File: src/rtl/dilithium_pkg.sv
// Shared ML-DSA constants and packing-geometry helpers.
package dilithium_pkg;

    localparam int unsigned DILITHIUM_Q   = 8380417;
    localparam int unsigned GAMMA1_EXP_44 = 17;
    localparam int unsigned GAMMA1_EXP_65 = 19;
    localparam int unsigned GAMMA1_EXP_87 = 19;

    function automatic int unsigned z_coeff_width(input int unsigned gamma1_exp);
        return gamma1_exp + 1;
    endfunction

    function automatic int unsigned z_word_count(input int unsigned l, input int unsigned n,
                                                 input int unsigned coeff_width,
                                                 input int unsigned word_bits);
        return (l * n * coeff_width) / word_bits;
    endfunction

    localparam int unsigned Z_WORDS_87 =
        z_word_count(7, 256, z_coeff_width(GAMMA1_EXP_87), 64);

endpackage

File: src/rtl/gamma1_sub.sv
// Maps a coefficient c (mod q) to the packed field gamma1 - z, kept to COEFF_WIDTH bits.
module gamma1_sub #(
    parameter int unsigned Q           = 8380417,
    parameter int unsigned GAMMA1      = 19,
    parameter int unsigned COEFF_WIDTH = GAMMA1 + 1,
    parameter int unsigned C_WIDTH     = 24
) (
    input  logic [C_WIDTH-1:0]     c,
    output logic [COEFF_WIDTH-1:0] f
);

    localparam logic [C_WIDTH-1:0]     G1_C = C_WIDTH'(64'd1 << GAMMA1);
    localparam logic [COEFF_WIDTH-1:0] G1_F = COEFF_WIDTH'(64'd1 << GAMMA1);
    localparam logic [COEFF_WIDTH-1:0] Q_F  = COEFF_WIDTH'(Q);

    logic [COEFF_WIDTH-1:0] c_lo;

    // Only the low field bits survive, so the subtraction runs modulo 2^COEFF_WIDTH.
    always_comb begin
        c_lo = c[COEFF_WIDTH-1:0];
        if (c <= G1_C) begin
            f = G1_F - c_lo;
        end else begin
            f = G1_F + Q_F - c_lo;
        end
    end

endmodule

File: src/rtl/bitpack_z.sv
// Packs the response vector z from coefficient BRAM into a valid/ready word stream.
module bitpack_z
    import dilithium_pkg::*;
#(
    parameter int unsigned L             = 7,
    parameter int unsigned N             = 256,
    parameter int unsigned GAMMA1        = GAMMA1_EXP_87,
    parameter int unsigned COEFF_WIDTH   = z_coeff_width(GAMMA1),
    parameter int unsigned Q             = DILITHIUM_Q,
    parameter int unsigned DATA_OUT_BITS = 64,
    parameter int unsigned ADDR_W        = $clog2(N * L)
) (
    input  logic                     clk,
    input  logic                     rst_n,
    input  logic                     start,
    output logic                     busy,
    output logic                     done,
    output logic                     rd_en_vector_z,
    output logic [ADDR_W-1:0]        addr_vector_z,
    input  logic [23:0]              dout_vector_z,
    output logic [DATA_OUT_BITS-1:0] pack_data,
    output logic                     pack_valid,
    input  logic                     pack_ready,
    output logic                     pack_last
);

    localparam int unsigned NCOEF     = L * N;
    localparam int unsigned IDX_W     = $clog2(NCOEF + 1);
    localparam int unsigned ACC_W     = DATA_OUT_BITS + COEFF_WIDTH;
    localparam int unsigned CNT_W     = $clog2(ACC_W + 1);
    localparam int unsigned NUM_WORDS = z_word_count(L, N, COEFF_WIDTH, DATA_OUT_BITS);

    if (NUM_WORDS * DATA_OUT_BITS != L * N * COEFF_WIDTH) begin : g_bad_geometry
        $error("bitpack_z: L*N*COEFF_WIDTH must be a multiple of DATA_OUT_BITS");
    end

    typedef enum logic [2:0] {StIdle, StRead, StLoad, StEmit, StDone} state_t;

    state_t             state_q, state_d;
    logic [IDX_W-1:0]   coeff_idx_q, coeff_idx_d;
    logic [ACC_W-1:0]   acc_q, acc_d;
    logic [CNT_W-1:0]   acc_bits_q, acc_bits_d;
    logic [COEFF_WIDTH-1:0] field;
    logic               is_last;

    gamma1_sub #(
        .Q           (Q),
        .GAMMA1      (GAMMA1),
        .COEFF_WIDTH (COEFF_WIDTH),
        .C_WIDTH     (24)
    ) u_gamma1_sub (
        .c (dout_vector_z),
        .f (field)
    );

    assign is_last = (coeff_idx_q == IDX_W'(NCOEF)) && (acc_bits_q == CNT_W'(DATA_OUT_BITS));

    always_comb begin
        state_d        = state_q;
        coeff_idx_d    = coeff_idx_q;
        acc_d          = acc_q;
        acc_bits_d     = acc_bits_q;
        busy           = 1'b0;
        done           = 1'b0;
        rd_en_vector_z = 1'b0;
        addr_vector_z  = '0;
        pack_valid     = 1'b0;
        pack_last      = 1'b0;
        pack_data      = '0;
        unique case (state_q)
            StIdle: begin
                if (start) begin
                    coeff_idx_d = '0;
                    acc_d       = '0;
                    acc_bits_d  = '0;
                    state_d     = StRead;
                end
            end
            StRead: begin
                busy           = 1'b1;
                rd_en_vector_z = 1'b1;
                addr_vector_z  = ADDR_W'(coeff_idx_q);
                state_d        = StLoad;
            end
            StLoad: begin
                busy        = 1'b1;
                acc_d       = acc_q | (ACC_W'(field) << acc_bits_q);
                acc_bits_d  = acc_bits_q + CNT_W'(COEFF_WIDTH);
                coeff_idx_d = coeff_idx_q + 1'b1;
                state_d     = (acc_bits_d >= CNT_W'(DATA_OUT_BITS)) ? StEmit : StRead;
            end
            StEmit: begin
                busy       = 1'b1;
                pack_valid = 1'b1;
                pack_data  = acc_q[DATA_OUT_BITS-1:0];
                pack_last  = is_last;
                // Residual bits carry into the next word; no per-polynomial flush.
                if (pack_ready) begin
                    acc_d      = acc_q >> DATA_OUT_BITS;
                    acc_bits_d = acc_bits_q - CNT_W'(DATA_OUT_BITS);
                    state_d    = is_last ? StDone : StRead;
                end
            end
            StDone: begin
                done    = 1'b1;
                state_d = StIdle;
            end
            default: state_d = StIdle;
        endcase
    end

    always_ff @(posedge clk or negedge rst_n) begin
        if (!rst_n) begin
            state_q     <= StIdle;
            coeff_idx_q <= '0;
            acc_q       <= '0;
            acc_bits_q  <= '0;
        end else begin
            state_q     <= state_d;
            coeff_idx_q <= coeff_idx_d;
            acc_q       <= acc_d;
            acc_bits_q  <= acc_bits_d;
        end
    end

endmodule

File: config.mk
export PLATFORM = sky130hd
export DESIGN_NAME = bitpack_z
export DESIGN_NICKNAME = d
export VERILOG_FILES = /design/src/rtl/dilithium_pkg.sv /design/src/rtl/gamma1_sub.sv /design/src/rtl/bitpack_z.sv
export SDC_FILE = /design/constraint.sdc
export NUM_CORES = 1
export LEC_CHECK = 0
export CORE_MARGIN = 2
export CORE_UTILIZATION = 50
export DETAILED_ROUTE_END_ITERATION = 10
export PLACE_DENSITY = 0.82
export SLEW_MARGIN = 20
export SYNTH_ARGS = -nofsm -noshare
export SYNTH_HDL_FRONTEND = slang
export SYNTH_HIERARCHICAL = 1
export SYNTH_SLANG_ARGS = --single-unit
export TNS_END_PERCENT = 100
File: constraint.sdc
create_clock -name clk -period 4.1 [get_ports clk]
set_input_delay 0.41 -clock clk [delete_from_list [all_inputs] [get_ports clk]]
set_output_delay 0.41 -clock clk [all_outputs]
set_load 0.02 [all_outputs]
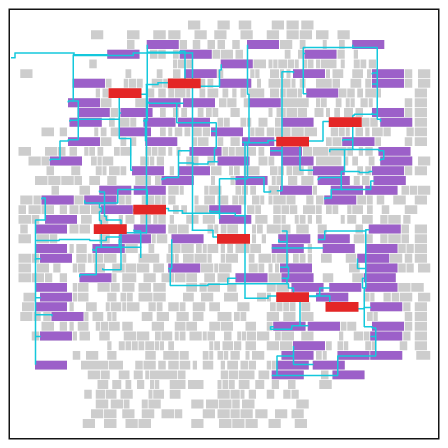
*Clock network drawn from the DEF, run 1*
clock-net drivers -> red  # count 9
clock wires -> cyan  # length 1,290 um
flip-flops -> purple  # count 103
routed clock nets = 10

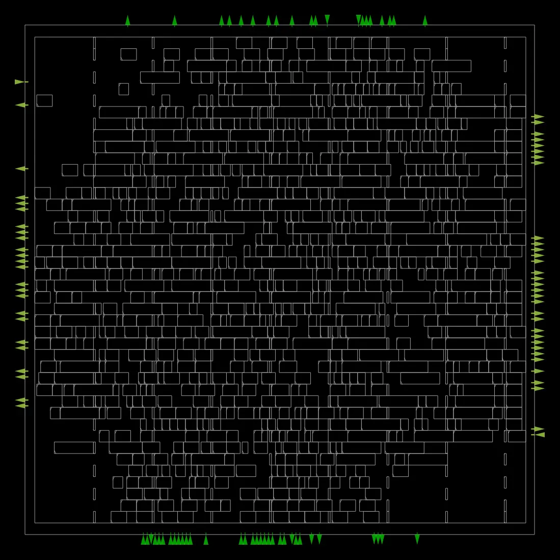
*Placement view, run 1*
number of well taps: 176
fillers: 1,094
row count: 42

==> summary.rpt, run 1 <==
==== FLOW RESULTS ====
----------------------------------------------------
[Worst setup path]
  Cell class contributing the biggest share of worst-path delay ........................ AND-OR/OR-AND gates
  Number of logic stages on the critical path including buffering ........................ 12
  Crit path launch type ........................ primary input
  Slack of the worst reg-to-reg path ........................ 1.57 ns

[Route]
  Met2 Wirelength ........................ 8.91 mm
  Average wire length per cell after detail routing ........................ 19.3 um
  Initial DRT Pass Iterations ........................ 6
  Aggregate routed wire length ........................ 19.7 mm

[Cells and area]
  Most instantiated logic cell after routing ........................ sky130_fd_sc_hd__clkdlybuf4s50_1
  Sequential cell area ........................ 2580 um2
  Area Overhead vs Synth ........................ 22.3%

[Clock network]
  Clock Root Buffer ........................ sky130_fd_sc_hd__clkbuf_16
  TritonCTS clock tree ........................ done
  Maximum count of clock buffers along a single path ........................ 2
  TritonCTS Buffers ........................ 9

[Logic synthesis]
  Library cell occupying the most area in the post-synthesis netlist ........................ sky130_fd_sc_hd__dfrtp_1
  Count of state elements after synthesis ........................ 103

[Outcome]
  Status ........................ finished clean

[STA]
  Achievable clock frequency ........................ 271 MHz
  Hold Worst Slack ........................ 0.0790 ns

[Global route]
  Global-route track usage on met1 ........................ 0.399

[Power and ir drop]
  Power density over the cells ........................ 635 nW/um2

[Run]
  Number of warnings in the stage logs ........................ 28

----------------------------------------------------
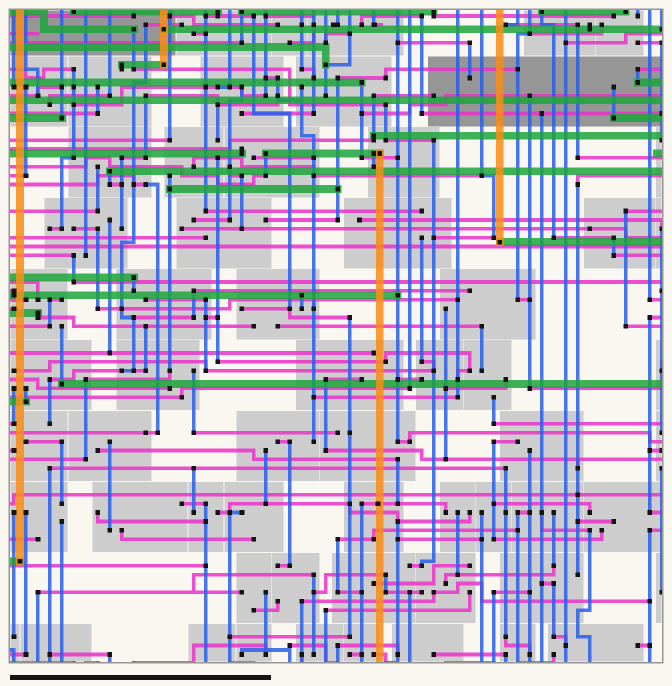
*Zoomed window, run 1*
Bar = 10 um. Window x 47 to 72, y 23 to 48 um. Cells in gray, sequential cells in the stronger gray; small squares are vias.
M3 -> green
M1 -> magenta
M4 -> orange
M2 -> blue
most frequent = mux2i_1 (11), o21ai_0 (5), nand2_1 (5)
netlist names of flops here include = `acc_q` (2)
cells with their middle in the window = 55
sequential cells in the window = 2

==> run 1: state kept, by name, indices dropped and copies added (netlist names) <==
register / cells
acc_bits_q: 5
acc_q: 84
coeff_idx_q: 11
state_q: 3
==> run 1: final cells by class <==
type,count,share of cell area
clock buffers,10,0.0292
clock inverters,6,0.00672
inverters,14,0.00641
multi-input cells,587,0.469
flip-flops and latches,103,0.314
well taps,176,0.0269
repair buffers,123,0.147
==> run 1: through the flow <==
step                power [mW]  cell area (um2)
CTS                       5.15             8190
global route              5.51             8200
floorplan                 3.39             6710
detailed placement        4.30             7900
global placement          4.26             7900
finish                    5.21             8200
==> run 1: power by group <==
group | switching [mW] | internal [mW]
logic | 1.65 | 1.03
registers | 0.306 | 1.37
clock network | 0.413 | 0.437
total | 2.37 | 2.84
### Gate-type map, run 1

Bar = 20 um.
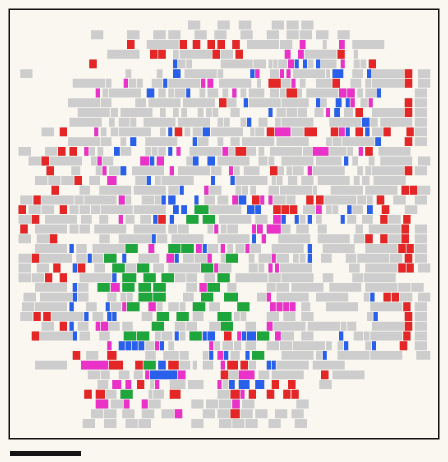

==> run 1 -> run 2 <==
- CORE_MARGIN: 2 -> not set
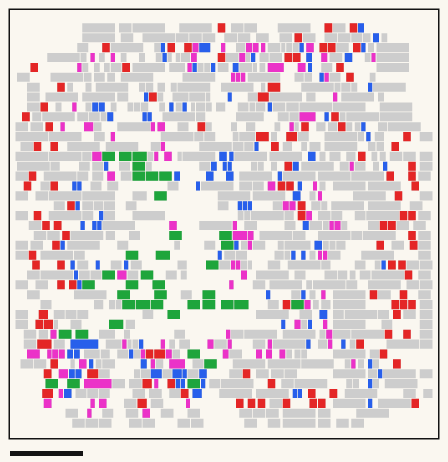
*Gate-type map, run 2*
Bar = 20 um.
nor cells -> magenta  # cells 92
and/or cells -> red  # cells 107, where spread over the die
nand cells -> blue  # cells 100, where spread over the die
mux cells -> green  # cells 39

==> run 2 against run 1 <==
  * Setup slack gained 0.0073 ns
  * Register-to-register slack lost 0.07 ns
  * Utilization grew 1.8 points
  * Clock power shrank 2%
  * Die size shrank 3.3%
  * Synthesized cell count is the same
  * Critical path type unchanged
  * Largest power group unchanged
==> summary.rpt, run 2 <==
==== FLOW RESULTS ====
----------------------------------------------------
[Clock network]
  TritonCTS Buffers ........................ 9 (unchanged)
  Maximum count of clock buffers along a single path ........................ 2 (unchanged)
  Clock Root Buffer ........................ sky130_fd_sc_hd__clkbuf_16

[Worst setup path]
  Cell class contributing the biggest share of worst-path delay ........................ AND-OR/OR-AND gates
  Crit path launch type ........................ primary input
  Slack of the worst reg-to-reg path ........................ 1.50 ns (-0.07 ns)
  Number of logic stages on the critical path including buffering ........................ 12 (unchanged)

[Route]
  Initial DRT Pass Iterations ........................ 5 (-1)
  Met2 Wirelength ........................ 9.85 mm (+11%)

[Run]
  Number of warnings in the stage logs ........................ 28 (unchanged)

[Cells and area]
  Most instantiated logic cell after routing ........................ sky130_fd_sc_hd__clkdlybuf4s50_1
  Sequential cell area ........................ 2580 um2 (unchanged)
  Largest Register ........................ acc_q
  Area Overhead vs Synth ........................ 22.3% (about the same)
  Largest register FFs ........................ 84 (unchanged)

[Power and ir drop]
  Power density over the cells ........................ 643 nW/um2 (+1.3%)
  Internal portion of total power ........................ 2.86 mW (+0.81%)
  Overall power after layout ........................ 5.27 mW (+1.3%)
  Largest Pwr Group ........................ combinational cells
  P_clk ........................ 838 uW (-2%)
  Power dissipated by switching net loads ........................ 2.41 mW (+1.9%)
  Combinational group power ........................ 2.74 mW (+2%)

[Logic synthesis]
  Library cell occupying the most area in the post-synthesis netlist ........................ sky130_fd_sc_hd__dfrtp_1
  Count of state elements after synthesis ........................ 103 (unchanged)

[Floorplanning]
  Row count ........................ 41 (-2.4%)

[Outcome]
  Status ........................ finished clean

----------------------------------------------------
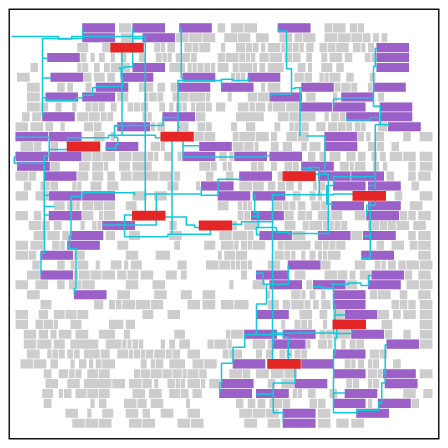
*Clock network drawn from the DEF, run 2*
clock wires -> cyan  # length 1,220 um
flip-flops -> purple  # count 103
clock-net drivers -> red  # count 9
flops lie = spread over the die

run 2: metrics by stage:
| stage | area [um2] | instances |
|---|---|---|
| after floorplan | 6710 | 757 |
| after global placement | 7910 | 1001 |
| after detailed placement | 7910 | 1001 |
| after CTS | 8200 | 1017 |
| after global routing | 8200 | 1017 |
| final | 8200 | 1017 |
run 2: cell families after synthesis:
logic type	share of synthesized area
compound gates	0.236
xor+xnor	0.0235
fa+ha+maj	0.0112
buf+inv	0.0439
flops	0.384
mux	0.0592
simple gates	0.242
run 2: area by class of cell:
class,count,share of cell area
Clock buffer,10,0.0291
Clock inverter,6,0.00626
Inverter,14,0.00641
Multi-Input combinational cell,587,0.469
Sequential cell,103,0.314
Tap cell,172,0.0262
Timing Repair Buffer,125,0.148
==> run 2 -> run 3 <==
- SLEW_MARGIN: 20 -> not set
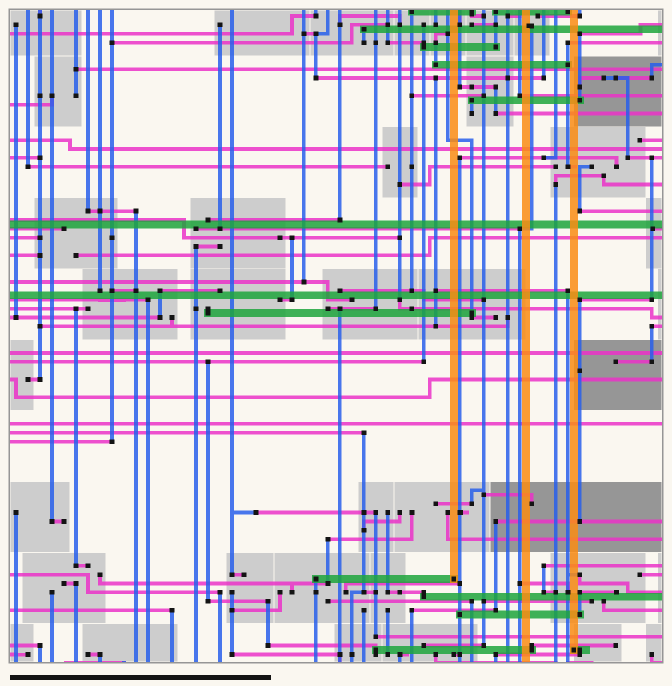
*Zoomed window, run 3*
Bar = 10 um. Window x 46 to 71, y 23 to 48 um. Cells in gray, sequential cells in the stronger gray; small squares are vias.
M3 -> green
M4 -> orange
M1 -> magenta
M2 -> blue
cells with their middle in the window = 30
netlist names of flops here include = `acc_q` (1)
most frequent = mux2i_1 (6), nor2_1 (5), a221o_1 (5)
sequential cells in the window = 1

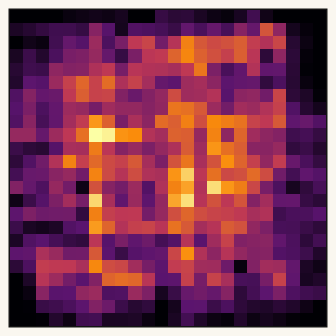
*Routed metal per tile, run 3*
24 x 24 tiles, from black (low) to pale yellow (high), scaled to the fullest tile. Values are wire area over tile area, all layers added.
nearly empty tiles = 6.1%
tiles over half the peak = 23%
densest ninth of the die = center
fullest tile = 0.75
mean over tiles = 0.25
aggregate routed wire length: 21.2 mm
average wire length per cell after detail routing: 20.9 um
total global-route track usage: 0.310

==> run 3 against run 2 <==
  * Synthesized area unchanged
  * Sequential share of layout area unchanged
  * Clock-buffer cell count unchanged
  * Clock power is essentially flat
  * Clock skew did not move
  * Register-to-register slack about the same
  * Power unchanged
  * Die size unchanged
  * Flip-flop count is the same
  * First-iteration DRC count stayed put
  * Critical path type unchanged
==> summary.rpt, run 3 <==
==== FLOW RESULTS ====
----------------------------------------------------
[Outcome]
  Status ........................ finished clean

[Power and ir drop]
  Internal portion of total power ........................ 2.86 mW (unchanged)
  Power density over the cells ........................ 643 nW/um2 (unchanged)
  Largest Pwr Group ........................ combinational cells
  Combinational group power ........................ 2.74 mW (about the same)
  Overall power after layout ........................ 5.27 mW (unchanged)

[Floorplanning]
  Number of well taps ........................ 172 (unchanged)
  Row count ........................ 41 (unchanged)

[Cells and area]
  Area Overhead vs Synth ........................ 22.3% (unchanged)
  Post-route design area ........................ 8200 um2 (unchanged)
  Final-layout clock-cell area share ........................ 0.0354 (unchanged)
  Largest register FFs ........................ 84 (unchanged)
  Sequential share of cell area ........................ 0.314 (unchanged)
  Non-clock inverter count ........................ 14 (unchanged)
  Signal buffers share of area ........................ 0.148 (unchanged)
  Flop Count ........................ 103 (unchanged)
  Number of buffers other than clock buffers in the final layout ........................ 125 (unchanged)
  Top cell category ........................ combinational gates

[Clock network]
  TritonCTS Buffers ........................ 9 (unchanged)
  Clock Root Buffer ........................ sky130_fd_sc_hd__clkbuf_16
  Maximum count of clock buffers along a single path ........................ 2 (unchanged)

[Logic synthesis]
  Main logic family after synthesis ........................ simple AND/OR/NAND/NOR gates
  Count of state elements after synthesis ........................ 103 (unchanged)
  Synth Area in XOR/XNOR ........................ 0.0235 (unchanged)
  Library cell occupying the most area in the post-synthesis netlist ........................ sky130_fd_sc_hd__dfrtp_1
  Multiplexer share of the synthesized area ........................ 0.0592 (unchanged)
  Complex-gate fraction of the synthesized area ........................ 0.236 (unchanged)

[Worst setup path]
  Cell class contributing the biggest share of worst-path delay ........................ AND-OR/OR-AND gates
  Slack of the worst reg-to-reg path ........................ 1.50 ns (about the same)

[Run]
  Number of warnings in the stage logs ........................ 28 (unchanged)

----------------------------------------------------
==> run 3: path summary, 6_finish.rpt <==
check	from	endpoint	cells after the start
min in group clk	acc_q[40]$_DFFE_PN0P_	acc_q[40]$_DFFE_PN0P_	2
max in group asynchronous	rst_n	acc_q[57]$_DFFE_PN0P_	2
max	dout_vector_z[1]	acc_q[16]$_DFFE_PN0P_	12
max reg2reg	state_q[1]$_DFFE_PN0P_	acc_q[25]$_DFFE_PN0P_	4
min reg2reg	acc_q[40]$_DFFE_PN0P_	acc_q[40]$_DFFE_PN0P_	2
min	rst_n	acc_q[48]$_DFFE_PN0P_	1
==> run 3: layer usage <==
layer / wire (um) / vias up
li1: - / 2941
met1: 9350 / 3184
met2: 9850 / 294
met3: 1430 / 43
met4: 617 / 0
met5: 0 / -
No activity file was given, so power comes from the tool's default toggle rates.
